<file path="src/rtl/mem_burst_master_if.sv">
// Client request/data handshake and main-memory pin bundle for mem_burst_master.
// The master modport is the burst master. The slave modport is the client plus the memory.
interface mem_burst_master_if #(
  parameter int ADDRESS_SIZE = 32,
  parameter int DATA_SIZE    = 32,
  parameter int ACCESS_SIZE  = 2
) ();
  logic                    req_valid;
  logic                    req_ready;
  logic [ADDRESS_SIZE-1:0] req_addr;
  logic [ACCESS_SIZE-1:0]  req_size;
  logic                    req_wren;
  logic [DATA_SIZE-1:0]    wdata;
  logic                    wdata_pop;
  logic [DATA_SIZE-1:0]    rd_data;
  logic                    rd_valid;
  logic                    rd_last;
  logic                    done;
  logic                    err;
  logic [ADDRESS_SIZE-1:0] mem_addr;
  logic [DATA_SIZE-1:0]    mem_d_in;
  logic [DATA_SIZE-1:0]    mem_d_out;
  logic [ACCESS_SIZE-1:0]  mem_acc_size;
  logic                    mem_wren;
  logic                    mem_enable;
  logic                    mem_busy;

  modport master (
    input  req_valid, req_addr, req_size, req_wren, wdata, mem_d_out, mem_busy,
    output req_ready, wdata_pop, rd_data, rd_valid, rd_last, done, err,
           mem_addr, mem_d_in, mem_acc_size, mem_wren, mem_enable
  );

  modport slave (
    output req_valid, req_addr, req_size, req_wren, wdata, mem_d_out, mem_busy,
    input  req_ready, wdata_pop, rd_data, rd_valid, rd_last, done, err,
           mem_addr, mem_d_in, mem_acc_size, mem_wren, mem_enable
  );
endinterface

</file>
<file path="src/rtl/mem_burst_master.sv">
// Burst initiator for the main-memory port: range-checks a request, then runs N beats.
// The memory's busy signal is used only to detect protocol errors.
module mem_burst_master #(
  parameter int                      ADDRESS_SIZE  = 32,
  parameter int                      DATA_SIZE     = 32,
  parameter int                      ACCESS_SIZE   = 2,
  parameter logic [ADDRESS_SIZE-1:0] START_ADDRESS = 32'h8002_0000,
  parameter int unsigned             MEM_SIZE      = 1048576
) (
  input logic             clk,
  input logic             reset,
  mem_burst_master_if.master bus
);

  typedef enum logic [1:0] {IDLE, BURST, FINISH} state_t;

  state_t                  state_q;
  logic [4:0]              cnt_q;
  logic [4:0]              last_q;
  logic [ADDRESS_SIZE-1:0] addr_q;
  logic [ACCESS_SIZE-1:0]  size_q;
  logic                    wren_q;
  logic                    err_q;
  logic                    req_ready_q;
  logic                    mem_enable_q;
  logic                    wdata_pop_q;
  logic                    rd_valid_q;
  logic                    rd_last_q;
  logic                    done_q;

  logic [4:0]              last_d;
  logic [6:0]              nbytes_d;
  logic [ADDRESS_SIZE:0]   end_d;
  logic                    req_ok_d;

  // The bound check uses one extra bit so an address near the top of the space cannot wrap.
  always_comb begin
    last_d   = 5'd0;
    nbytes_d = 7'd4;
    case (bus.req_size)
      2'b01:   begin last_d = 5'd3;  nbytes_d = 7'd16; end
      2'b10:   begin last_d = 5'd7;  nbytes_d = 7'd32; end
      2'b11:   begin last_d = 5'd15; nbytes_d = 7'd64; end
      default: begin last_d = 5'd0;  nbytes_d = 7'd4;  end
    endcase
    end_d    = {1'b0, bus.req_addr} - {1'b0, START_ADDRESS} + (ADDRESS_SIZE+1)'(nbytes_d);
    req_ok_d = (bus.req_addr[1:0] == 2'b00) &&
               (bus.req_addr >= START_ADDRESS) &&
               (end_d <= (ADDRESS_SIZE+1)'(MEM_SIZE));
  end

  // NOTE: every output register has an async reset, so mem_enable drops as soon as reset rises.
  always_ff @(posedge clk or posedge reset) begin
    if (reset) begin
      state_q      <= IDLE;
      cnt_q        <= '0;
      last_q       <= '0;
      addr_q       <= '0;
      size_q       <= '0;
      wren_q       <= 1'b0;
      err_q        <= 1'b0;
      req_ready_q  <= 1'b1;
      mem_enable_q <= 1'b0;
      wdata_pop_q  <= 1'b0;
      rd_valid_q   <= 1'b0;
      rd_last_q    <= 1'b0;
      done_q       <= 1'b0;
    end else begin
      case (state_q)
        IDLE: begin
          if (bus.req_valid) begin
            addr_q      <= bus.req_addr;
            size_q      <= bus.req_size;
            wren_q      <= bus.req_wren;
            last_q      <= last_d;
            cnt_q       <= '0;
            req_ready_q <= 1'b0;
            if (req_ok_d) begin
              state_q      <= BURST;
              mem_enable_q <= 1'b1;
              wdata_pop_q  <= bus.req_wren;
            end else begin
              state_q <= FINISH;
              err_q   <= 1'b1;
              done_q  <= 1'b1;
            end
          end
        end
        BURST: begin
          cnt_q      <= cnt_q + 5'd1;
          rd_valid_q <= !wren_q;
          rd_last_q  <= !wren_q && (cnt_q == last_q);
          // The memory must report busy on every interior beat of a burst.
          if ((cnt_q != 5'd0) && (cnt_q != last_q) && !bus.mem_busy) err_q <= 1'b1;
          if (cnt_q == last_q) begin
            state_q      <= FINISH;
            mem_enable_q <= 1'b0;
            wdata_pop_q  <= 1'b0;
            done_q       <= 1'b1;
          end
        end
        FINISH: begin
          state_q     <= IDLE;
          done_q      <= 1'b0;
          err_q       <= 1'b0;
          rd_valid_q  <= 1'b0;
          rd_last_q   <= 1'b0;
          req_ready_q <= 1'b1;
        end
        default: state_q <= IDLE;
      endcase
    end
  end

  assign bus.req_ready    = req_ready_q;
  assign bus.mem_enable   = mem_enable_q;
  assign bus.mem_addr     = addr_q;
  assign bus.mem_acc_size = size_q;
  assign bus.mem_wren     = wren_q & mem_enable_q;
  assign bus.mem_d_in     = wdata_pop_q ? bus.wdata : DATA_SIZE'(0);
  assign bus.wdata_pop    = wdata_pop_q;
  assign bus.rd_data      = rd_valid_q ? bus.mem_d_out : DATA_SIZE'(0);
  assign bus.rd_valid     = rd_valid_q;
  assign bus.rd_last      = rd_last_q;
  assign bus.done         = done_q;
  assign bus.err          = done_q & err_q;

endmodule

</file>
<file path="src/flat_wrapper.sv">
// flat-port wrapper written by rule: the top's interface ports become plain ports
module mem_burst_master_flat 
#(
  parameter int                      ADDRESS_SIZE  = 32,
  parameter int                      DATA_SIZE     = 32,
  parameter int                      ACCESS_SIZE   = 2,
  parameter logic [ADDRESS_SIZE-1:0] START_ADDRESS = 32'h8002_0000,
  parameter int unsigned             MEM_SIZE      = 1048576
)
  (clk, reset, bus_req_valid, bus_req_addr, bus_req_size, bus_req_wren, bus_wdata, bus_mem_d_out, bus_mem_busy, bus_req_ready, bus_wdata_pop, bus_rd_data, bus_rd_valid, bus_rd_last, bus_done, bus_err, bus_mem_addr, bus_mem_d_in, bus_mem_acc_size, bus_mem_wren, bus_mem_enable);
  mem_burst_master_if #(.ADDRESS_SIZE(ADDRESS_SIZE), .DATA_SIZE(DATA_SIZE), .ACCESS_SIZE(ACCESS_SIZE)) bus_i ();
  input logic clk;
  input logic reset;
  input wire logic [$bits(bus_i.req_valid)-1:0] bus_req_valid;
  input wire logic [$bits(bus_i.req_addr)-1:0] bus_req_addr;
  input wire logic [$bits(bus_i.req_size)-1:0] bus_req_size;
  input wire logic [$bits(bus_i.req_wren)-1:0] bus_req_wren;
  input wire logic [$bits(bus_i.wdata)-1:0] bus_wdata;
  input wire logic [$bits(bus_i.mem_d_out)-1:0] bus_mem_d_out;
  input wire logic [$bits(bus_i.mem_busy)-1:0] bus_mem_busy;
  output wire logic [$bits(bus_i.req_ready)-1:0] bus_req_ready;
  output wire logic [$bits(bus_i.wdata_pop)-1:0] bus_wdata_pop;
  output wire logic [$bits(bus_i.rd_data)-1:0] bus_rd_data;
  output wire logic [$bits(bus_i.rd_valid)-1:0] bus_rd_valid;
  output wire logic [$bits(bus_i.rd_last)-1:0] bus_rd_last;
  output wire logic [$bits(bus_i.done)-1:0] bus_done;
  output wire logic [$bits(bus_i.err)-1:0] bus_err;
  output wire logic [$bits(bus_i.mem_addr)-1:0] bus_mem_addr;
  output wire logic [$bits(bus_i.mem_d_in)-1:0] bus_mem_d_in;
  output wire logic [$bits(bus_i.mem_acc_size)-1:0] bus_mem_acc_size;
  output wire logic [$bits(bus_i.mem_wren)-1:0] bus_mem_wren;
  output wire logic [$bits(bus_i.mem_enable)-1:0] bus_mem_enable;
  assign bus_i.req_valid = bus_req_valid;
  assign bus_i.req_addr = bus_req_addr;
  assign bus_i.req_size = bus_req_size;
  assign bus_i.req_wren = bus_req_wren;
  assign bus_i.wdata = bus_wdata;
  assign bus_i.mem_d_out = bus_mem_d_out;
  assign bus_i.mem_busy = bus_mem_busy;
  assign bus_req_ready = bus_i.req_ready;
  assign bus_wdata_pop = bus_i.wdata_pop;
  assign bus_rd_data = bus_i.rd_data;
  assign bus_rd_valid = bus_i.rd_valid;
  assign bus_rd_last = bus_i.rd_last;
  assign bus_done = bus_i.done;
  assign bus_err = bus_i.err;
  assign bus_mem_addr = bus_i.mem_addr;
  assign bus_mem_d_in = bus_i.mem_d_in;
  assign bus_mem_acc_size = bus_i.mem_acc_size;
  assign bus_mem_wren = bus_i.mem_wren;
  assign bus_mem_enable = bus_i.mem_enable;
  mem_burst_master #(.ADDRESS_SIZE(ADDRESS_SIZE), .DATA_SIZE(DATA_SIZE), .ACCESS_SIZE(ACCESS_SIZE), .START_ADDRESS(START_ADDRESS), .MEM_SIZE(MEM_SIZE)) u_core (.clk(clk), .reset(reset), .bus(bus_i));
endmodule
</file>
<file path="config.mk">
export PLATFORM = sky130hd
export DESIGN_NAME = mem_burst_master_flat
export DESIGN_NICKNAME = d
export VERILOG_FILES = /design/src/rtl/mem_burst_master_if.sv /design/src/rtl/mem_burst_master.sv /design/src/flat_wrapper.sv
export SDC_FILE = /design/constraint.sdc
export NUM_CORES = 1
export LEC_CHECK = 0
export CAP_MARGIN = 30
export CORE_UTILIZATION = 35
export CTS_CLUSTER_DIAMETER = 200
export DETAILED_ROUTE_END_ITERATION = 6
export PLACE_DENSITY = 0.79
export SLEW_MARGIN = 10
export SYNTH_ARGS = -nofsm -noshare
export SYNTH_HDL_FRONTEND = slang
export SYNTH_SLANG_ARGS = --single-unit
export TNS_END_PERCENT = 1
</file>
<file path="constraint.sdc">
create_clock -name clk -period 2.7 [get_ports clk]
set_input_delay 0.27 -clock clk [delete_from_list [all_inputs] [get_ports clk]]
set_output_delay 0.27 -clock clk [all_outputs]
set_load 0.005 [all_outputs]
</file>
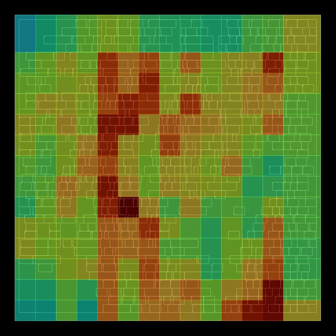
**Above:** run 1 (track usage over the die).
met1 routing resource usage after global routing: 25.87%
total global routing track utilization: 23.26%

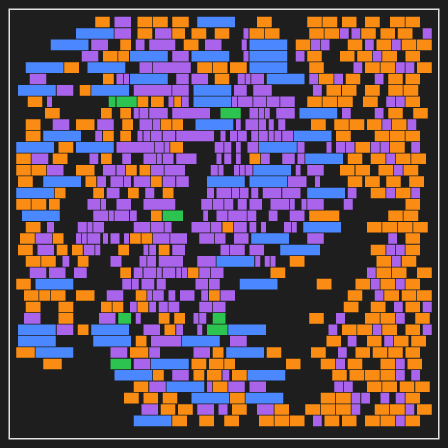
**Above:** run 1 (cells coloured by class).
Key: green = clock drivers and dummy loads [cells 8]; purple = remaining logic cells [cells 305]; orange = remaining buffers and delay cells [cells 260]; blue = registers [cells 52]

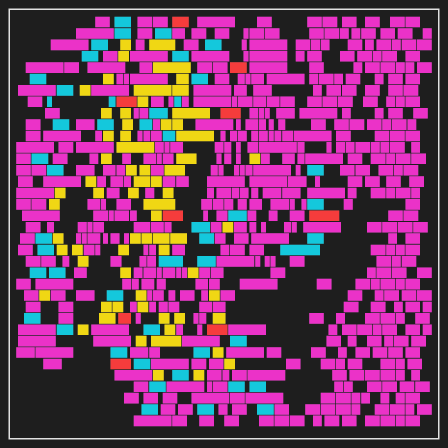
**Above:** run 1 (sizing map).
Key: magenta = x1 and smaller [cells 501]; yellow = x3 and x4 [cells 67]; red = x6 and larger [cells 9]; cyan = x2 [cells 48]

run 1: critical path, stage by stage:
cell	delay [ns]
sky130_fd_sc_hd__dlygate4sd2_1	0.28
sky130_fd_sc_hd__ha_4	0.18
sky130_fd_sc_hd__buf_4	0.12
sky130_fd_sc_hd__buf_4	0.13
sky130_fd_sc_hd__a31oi_2	0.20
sky130_fd_sc_hd__xnor2_1	0.17
sky130_fd_sc_hd__nand4_1	0.13
sky130_fd_sc_hd__or4_4	0.56
sky130_fd_sc_hd__nor4_4	0.33
sky130_fd_sc_hd__o211ai_1	0.21
sky130_fd_sc_hd__a211oi_2	0.23
sky130_fd_sc_hd__o21ai_1	0.07
==> COMMIT_EDITMSG, run 1 <==
Log flow metrics for this revision

- After the flow finishes, the layout carries non-filler instances totaling 758.
- Post-CTS repair ended up resizing 17 cells.
- Post-Synth Adder-Cell Area: 4.241%
- Clock Path Buffers: 2
- PortBufs: 208
* Final Instance Area: 6367 sq um
* DRC viols: 0
- Number of enable-type register cells in the synthesized netlist: 0
* Fraction of power consumed by sequential logic: 34.8%
* Multiplexer share of the synthesized area: 13.22%
- Total power for the finished layout comes to 0.003808 W.
- The final layout contains a sequential cell count of 52.
* Routing usage on met3: 6.224%
- Clk_skew: 0.01186 ns
- Setup total negative slack on the finished layout was measured at 0 ns.
- Root buffer selected by CTS: sky130_fd_sc_hd__clkbuf_8
- Final setup violation count: 0
- Portion of total power attributed to the clock network: 12.2%
- Switching component of the power: 0.001199 W
* Source-to-sink clock delay at the later pin of the worst-skew pair: 0.32 ns
- Part of the power in combinational logic: 53.0%
- According to the I/O placement log, the pin count is 209.
* Mean Syn Cell Area: 9.463 sq um
- Summing all placed instances gives a cell area of 6107 sq um.
- Post-detailed-route via-to-cell ratio: 5.057
- By instance count after routing, the leading logic cell type is sky130_fd_sc_hd__clkdlybuf4s50_1.
- Core area: 9729 sq um
- Worst relative slew slack: 52.24%
- The first global-routing pass estimated 18.81 mm of wire.
* Top cells excl fill/tap: 196 x sky130_fd_sc_hd__clkdlybuf4s50_1, 66 x sky130_fd_sc_hd__and2_1, 51 x sky130_fd_sc_hd__dfrtp_1
- Status: finished, final reports clean
- Synthesis produced a netlist whose cell count is 371.
- The report counts max-capacitance violations totalling 0.
* Endpoint arrival time on the critical path: 2.89 ns
- The fraction of cell area in multi-input combinational cells is reported as 35.53%.
- Max FFs per register: 32
- Number of logged tool warnings: 30
- Counting pins that exceed their max-slew limit in the final report gives 0.
- The group that draws the most power in this run is combinational logic.
- The pin closest to its max-slew limit shows a slew of 0.7164 ns.
* Area share of the largest cell type after synthesis: 36.35%
## Run 2: what changed since run 1
Settings changed: CTS_BUF_LIST from default to sky130_fd_sc_hd__clkbuf_8.
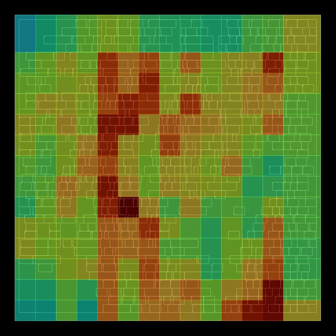
**Above:** run 2 (track usage over the die).
final core occ: 65.45%
routing usage on met3: 6.224%
Top Usage Layer GRT: met2
average wire per standard cell: 16.14 um
M2 GR Usage: 41.35%

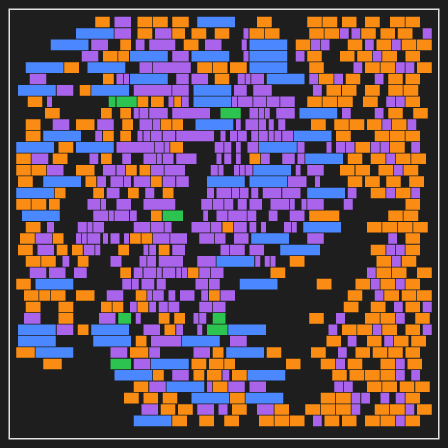
**Above:** run 2 (cells coloured by class).
Key: green = clock drivers and dummy loads [cells 8]; blue = registers [cells 52]; purple = remaining logic cells [cells 305]; orange = remaining buffers and delay cells [cells 260]

==> COMMIT_EDITMSG, run 2 <==
Log flow metrics for this revision

- Number of instances in the synthesized netlist: 371 (unchanged)
- Max power group: combinational logic (unchanged)
* Source-to-sink clock delay at the later pin of the worst-skew pair: 0.32 ns (about the same)
* Number of buffers and inverters on the critical path: 3 (unchanged)
* Fraction of power consumed by sequential logic: 34.8% (about the same)
- The highest-delay cell along the critical path is sky130_fd_sc_hd__or4_4 (unchanged).
- Part of the power in combinational logic: 53.0% (about the same)
* Endpoint arrival time on the critical path: 2.89 ns (about the same)
* Synthesis Warnings: 0 (unchanged)
- Status: finished, final reports clean (unchanged).
- The number of distinct library cells after synthesis came to 65 (unchanged).
* Clk_skew: 0.01186 ns (unchanged)
- The worst-case reg-to-reg path depth is 7 (unchanged).
- Combined area of all synthesized cells: 3511 sq um (unchanged)
- The aggregate global-route resource usage is 23.26% (unchanged).
- Leading cell types by count after synthesis: 67 x sky130_fd_sc_hd__and2_1, 51 x sky130_fd_sc_hd__dfrtp_1, 35 x sky130_fd_sc_hd__mux2_2, 25 x sky130_fd_sc_hd__nor2_1, 15 x sky130_fd_sc_hd__nand2_1 (unchanged)
- Clock Path Buffers: 2 (unchanged)
* DRC viols: 0 (unchanged)
- The critical path depth in cells is 12 (unchanged).
* Maxcap violations: 0 (unchanged)
- The post-route cell area was 6367 sq um (unchanged).
* Number of I/O pins: 209 (unchanged)
- The root buffer selected by CTS was sky130_fd_sc_hd__clkbuf_8 (unchanged).
* Top cells excl fill/tap: 196 x sky130_fd_sc_hd__clkdlybuf4s50_1, 66 x sky130_fd_sc_hd__and2_1, 51 x sky130_fd_sc_hd__dfrtp_1 (unchanged)
- Largest incremental delay on the critical path: 0.56 ns (about the same)
- Post-detailed-route via-to-cell ratio: 5.057 (unchanged)
- Number of enable-type register cells in the synthesized netlist: 0 (unchanged)
* Worst relative slew slack: 52.24% (unchanged)
* Total number of nets in the final design: 738 (unchanged)
- The most common logic cell in the routed design was sky130_fd_sc_hd__clkdlybuf4s50_1 (unchanged).
- The number of failing setup endpoints in the final timing report is 0 (unchanged).
- Reported leakage power: 2.638 nW (unchanged)
- The switching power is 0.001199 W (unchanged).
- Cell breakdown of the critical path: dlygate4sd2_1, ha_4, buf_4, buf_4, a31oi_2, xnor2_1, nand4_1, or4_4, nor4_4, o211ai_1, a211oi_2, o21ai_1 (unchanged)
* Capture point of the worst reg-to-reg path: u_core.err_q (unchanged)
- Max FFs per register: 32 (unchanged)
* Top delay family on crit path: simple AND/OR/NAND/NOR gates (unchanged)
- The placed standard-cell area came to 6107 sq um (unchanged).
- The most frequent cell on the critical path was sky130_fd_sc_hd__buf_4 (unchanged).
* Yosys chip area: 3511 sq um (unchanged)
* Met1 routing resource usage after global routing: 25.87% (unchanged)
- The first-pass GRT wire length was 18.81 mm (unchanged).
* Setup TNS: 0 ns (unchanged)
- The clock share of power is 12.2% (about the same).
- Tightest Pin Transition: 0.7164 ns (unchanged)
* Quantity of gates resized following cts: 17 (unchanged)
- Count of placed standard cells in the final layout, fillers left out: 758 (unchanged)
* Final-report max-slew violation count: 0 (unchanged)
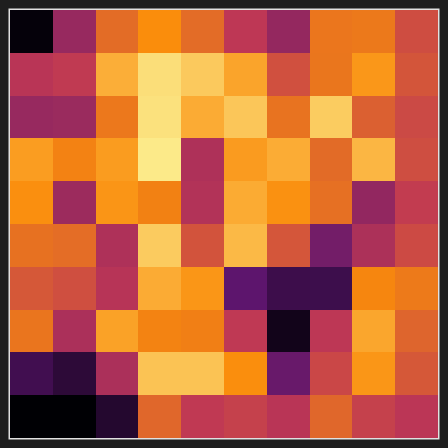
**Above:** run 2 (placement density heat map).
10 x 10 tiles, from black (low) to pale yellow (high), 0 to 100% covered.
30% of the tiles are over 75% full. The emptiest ninth of the die: lower left. 3.0% of the tiles are nearly empty. The mean over all tiles is 59%. The densest ninth of the die: top centre.
core area: 9729 sq um
initial cell density of the core: 36.09%

[run 2: cell counts in the layout (fill, tap and decap cells not counted)]
No cell type changed its count.
[run 2: cell families after synthesis]
| kind of cell | Yosys count | share of synthesized area (%) |
|---|---|---|
| mux | 42 | 13.22 |
| compound gates | 61 | 12.94 |
| fa+ha+maj | 12 | 4.241 |
| xor+xnor | 8 | 1.996 |
| buf+inv | 27 | 3.101 |
| flops | 52 | 37.10 |
| simple gates | 169 | 27.41 |
[run 2: cell type report]
cell class	count	area (sq um)	share of cell area (%)
multi-input cells	292	2262	35.53
flip-flops and latches	52	1303	20.46
inverters	13	48.80	0.7664
clock buffers	5	68.82	1.081
well taps	133	166.4	2.613
clock inverters	3	22.52	0.3537
repair buffers	260	2496	39.20
## Run 3: what changed since run 2
Settings changed: PLACE_DENSITY 0.79 to 0.83.
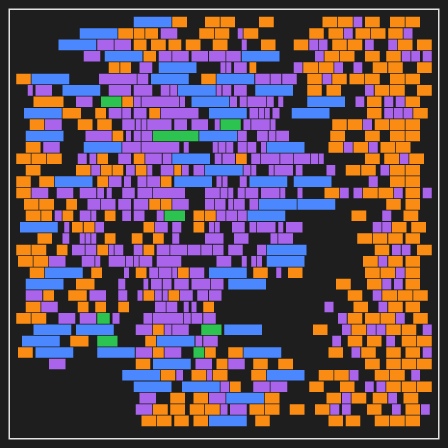
**Above:** run 3 (cells coloured by class).
Key: green = clock drivers and dummy loads [cells 8]; purple = remaining logic cells [cells 305]; orange = remaining buffers and delay cells [cells 258]; blue = registers [cells 52]
final core occ: 65.16%
total number of placement rows: 36
Final Instance Area: 6340 sq um
proportion of cell area occupied by registers: 20.54%

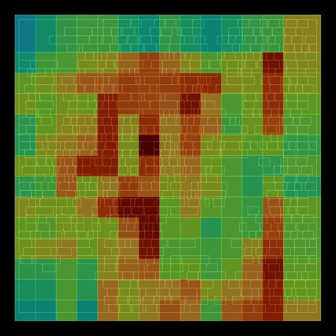
**Above:** run 3 (track usage over the die).
M2 GR Usage: 44.04%
routing usage on met3: 5.882%
met1 routing resource usage after global routing: 25.41%

==> COMMIT_EDITMSG, run 3 <==
Log flow metrics for this revision

- The most common logic cell in the routed design is sky130_fd_sc_hd__clkdlybuf4s50_1 (unchanged).
- Post-detailed-route via-to-cell ratio: 5.128 (was 5.057)
- Clock Path Buffers: 2 (unchanged)
- Clk_skew: 0.01460 ns (was 0.01186 ns)
- Top Usage Layer GRT: met2 (unchanged)
- The placed standard-cell area was 6115 sq um (was 6107 sq um).
- Worst R2R Path Depth: 7 (unchanged)
* Average wire per standard cell: 16.45 um (was 16.14 um)
- The top-level I/O count came to 209 (unchanged).
* Mean Syn Cell Area: 9.463 sq um (unchanged)
- The maximum ir drop on the vdd rail was 0.5192 mV (was 0.4053 mV).
- Maxcap violations: 0 (unchanged)
* Slowest-stage cell, CP: sky130_fd_sc_hd__or4_4 (unchanged)
- Top cells excl fill/tap: 198 x sky130_fd_sc_hd__clkdlybuf4s50_1, 66 x sky130_fd_sc_hd__and2_1, 51 x sky130_fd_sc_hd__dfrtp_1 (was 196 x sky130_fd_sc_hd__clkdlybuf4s50_1, 66 x sky130_fd_sc_hd__and2_1, 51 x sky130_fd_sc_hd__dfrtp_1)
- Max power group: combinational logic (unchanged)
- Capture point of the worst reg-to-reg path: u_core.err_q (unchanged)
- The first-pass GRT wire length was 19.23 mm (was 18.81 mm).
* DRC viols: 0 (unchanged)
* Area share of the largest cell type after synthesis: 36.35% (unchanged)
- The count of buffering cells on the critical path with inverters included is 1 (was 3).
- The instance count of the mapped netlist is 371 (unchanged).
- The total number of warnings across the stage logs was 31 (was 30).
- The critical path arrival was 2.86 ns (was 2.89 ns).
- The sequential cell fraction of total power came to 34.2% (was 34.8%).
* Number of enable-type register cells in the synthesized netlist: 0 (unchanged)
- Switching component of the power: 0.001208 W (was 0.001199 W)
- Cell breakdown of the critical path: buf_2, and2_4, ha_4, nand3_4, o22a_1, o31a_1, or4_4, nor4_4, o211ai_1, a211oi_1, o21ai_1 (was dlygate4sd2_1, ha_4, buf_4, buf_4, a31oi_2, xnor2_1, nand4_1, or4_4, nor4_4, o211ai_1, a211oi_2, o21ai_1).
* PortBufs: 208 (unchanged)
* Part of the power in combinational logic: 51.2% (was 53.0%)
- Worst r2r src: u_core.cnt_q[0] (unchanged)
* Source-to-sink clock delay at the later pin of the worst-skew pair: 0.33 ns (was 0.32 ns)
* Tightest Pin Transition: 0.6934 ns (was 0.7164 ns)
- The initial core utilization is 36.09% (unchanged).
- The clock share of power was 14.6% (was 12.2%).
* Status: finished, final reports clean (unchanged)
- The category of cells accounting for the largest share of critical-path delay is simple AND/OR/NAND/NOR gates (unchanged).
* Yosys chip area: 3511 sq um (unchanged)
- The number of nets in the finished design is 736 (was 738).
* Synthesis Warnings: 0 (unchanged)
- Quantity of gates resized following cts: 18 (was 17)
* Core area: 9729 sq um (unchanged)
- Final setup violation count: 0 (unchanged)
- Reported leakage power: 2.602 nW (was 2.638 nW)
- Max FFs per register: 32 (unchanged)
- Root buffer selected by CTS: sky130_fd_sc_hd__clkbuf_8 (unchanged)
* Leading cell types by count after synthesis: 67 x sky130_fd_sc_hd__and2_1, 51 x sky130_fd_sc_hd__dfrtp_1, 35 x sky130_fd_sc_hd__mux2_2, 25 x sky130_fd_sc_hd__nor2_1, 15 x sky130_fd_sc_hd__nand2_1 (unchanged)
- Synth unique cells: 65 (unchanged)
* Worst relative slew slack: 53.77% (was 52.24%)
- Final-report max-slew violation count: 0 (unchanged)
- The number of nets at floorplan came to 485 (unchanged).
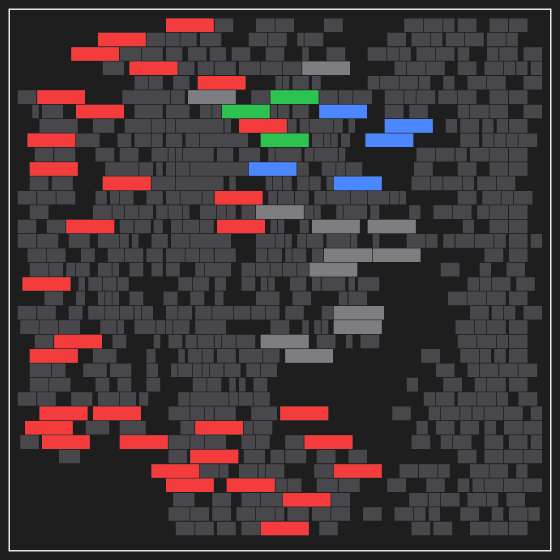
**Above:** run 3 (register map, names as in the netlist).
Other sequential cells in the stronger grey, the rest of the logic in the fainter grey.
Key: green = u_core.last_q [placed flops 3]; red = u_core.bus.mem_addr [placed flops 32]; blue = u_core.cnt_q [placed flops 5]
sequential logic power: 0.00133 W
total area of sequential cells: 1303 sq um

-- run 3: cell counts after synthesis --
Identical to the previous run, type by type.
-- run 3: logic make-up after synthesis --
kind of cell | synth area share, %
AND/OR/NAND/NOR | 27.41
AND-OR/OR-AND | 12.94
flip-flops | 37.10
multiplexers | 13.22
buffers and inverters | 3.101
adder cells (fa/ha/maj) | 4.241
XOR/XNOR | 1.996
-- run 3: cell type report --
class	instances	area [sq um]
multi-input cells	292	2242
repair buffers	258	2465
inverters	13	48.80
clock inverters	3	46.29
clock buffers	5	68.82
flip-flops and latches	52	1303
fillers	766	3390
well taps	133	166.4
Power figures rest on the tool's default switching activity, not on a simulated workload.
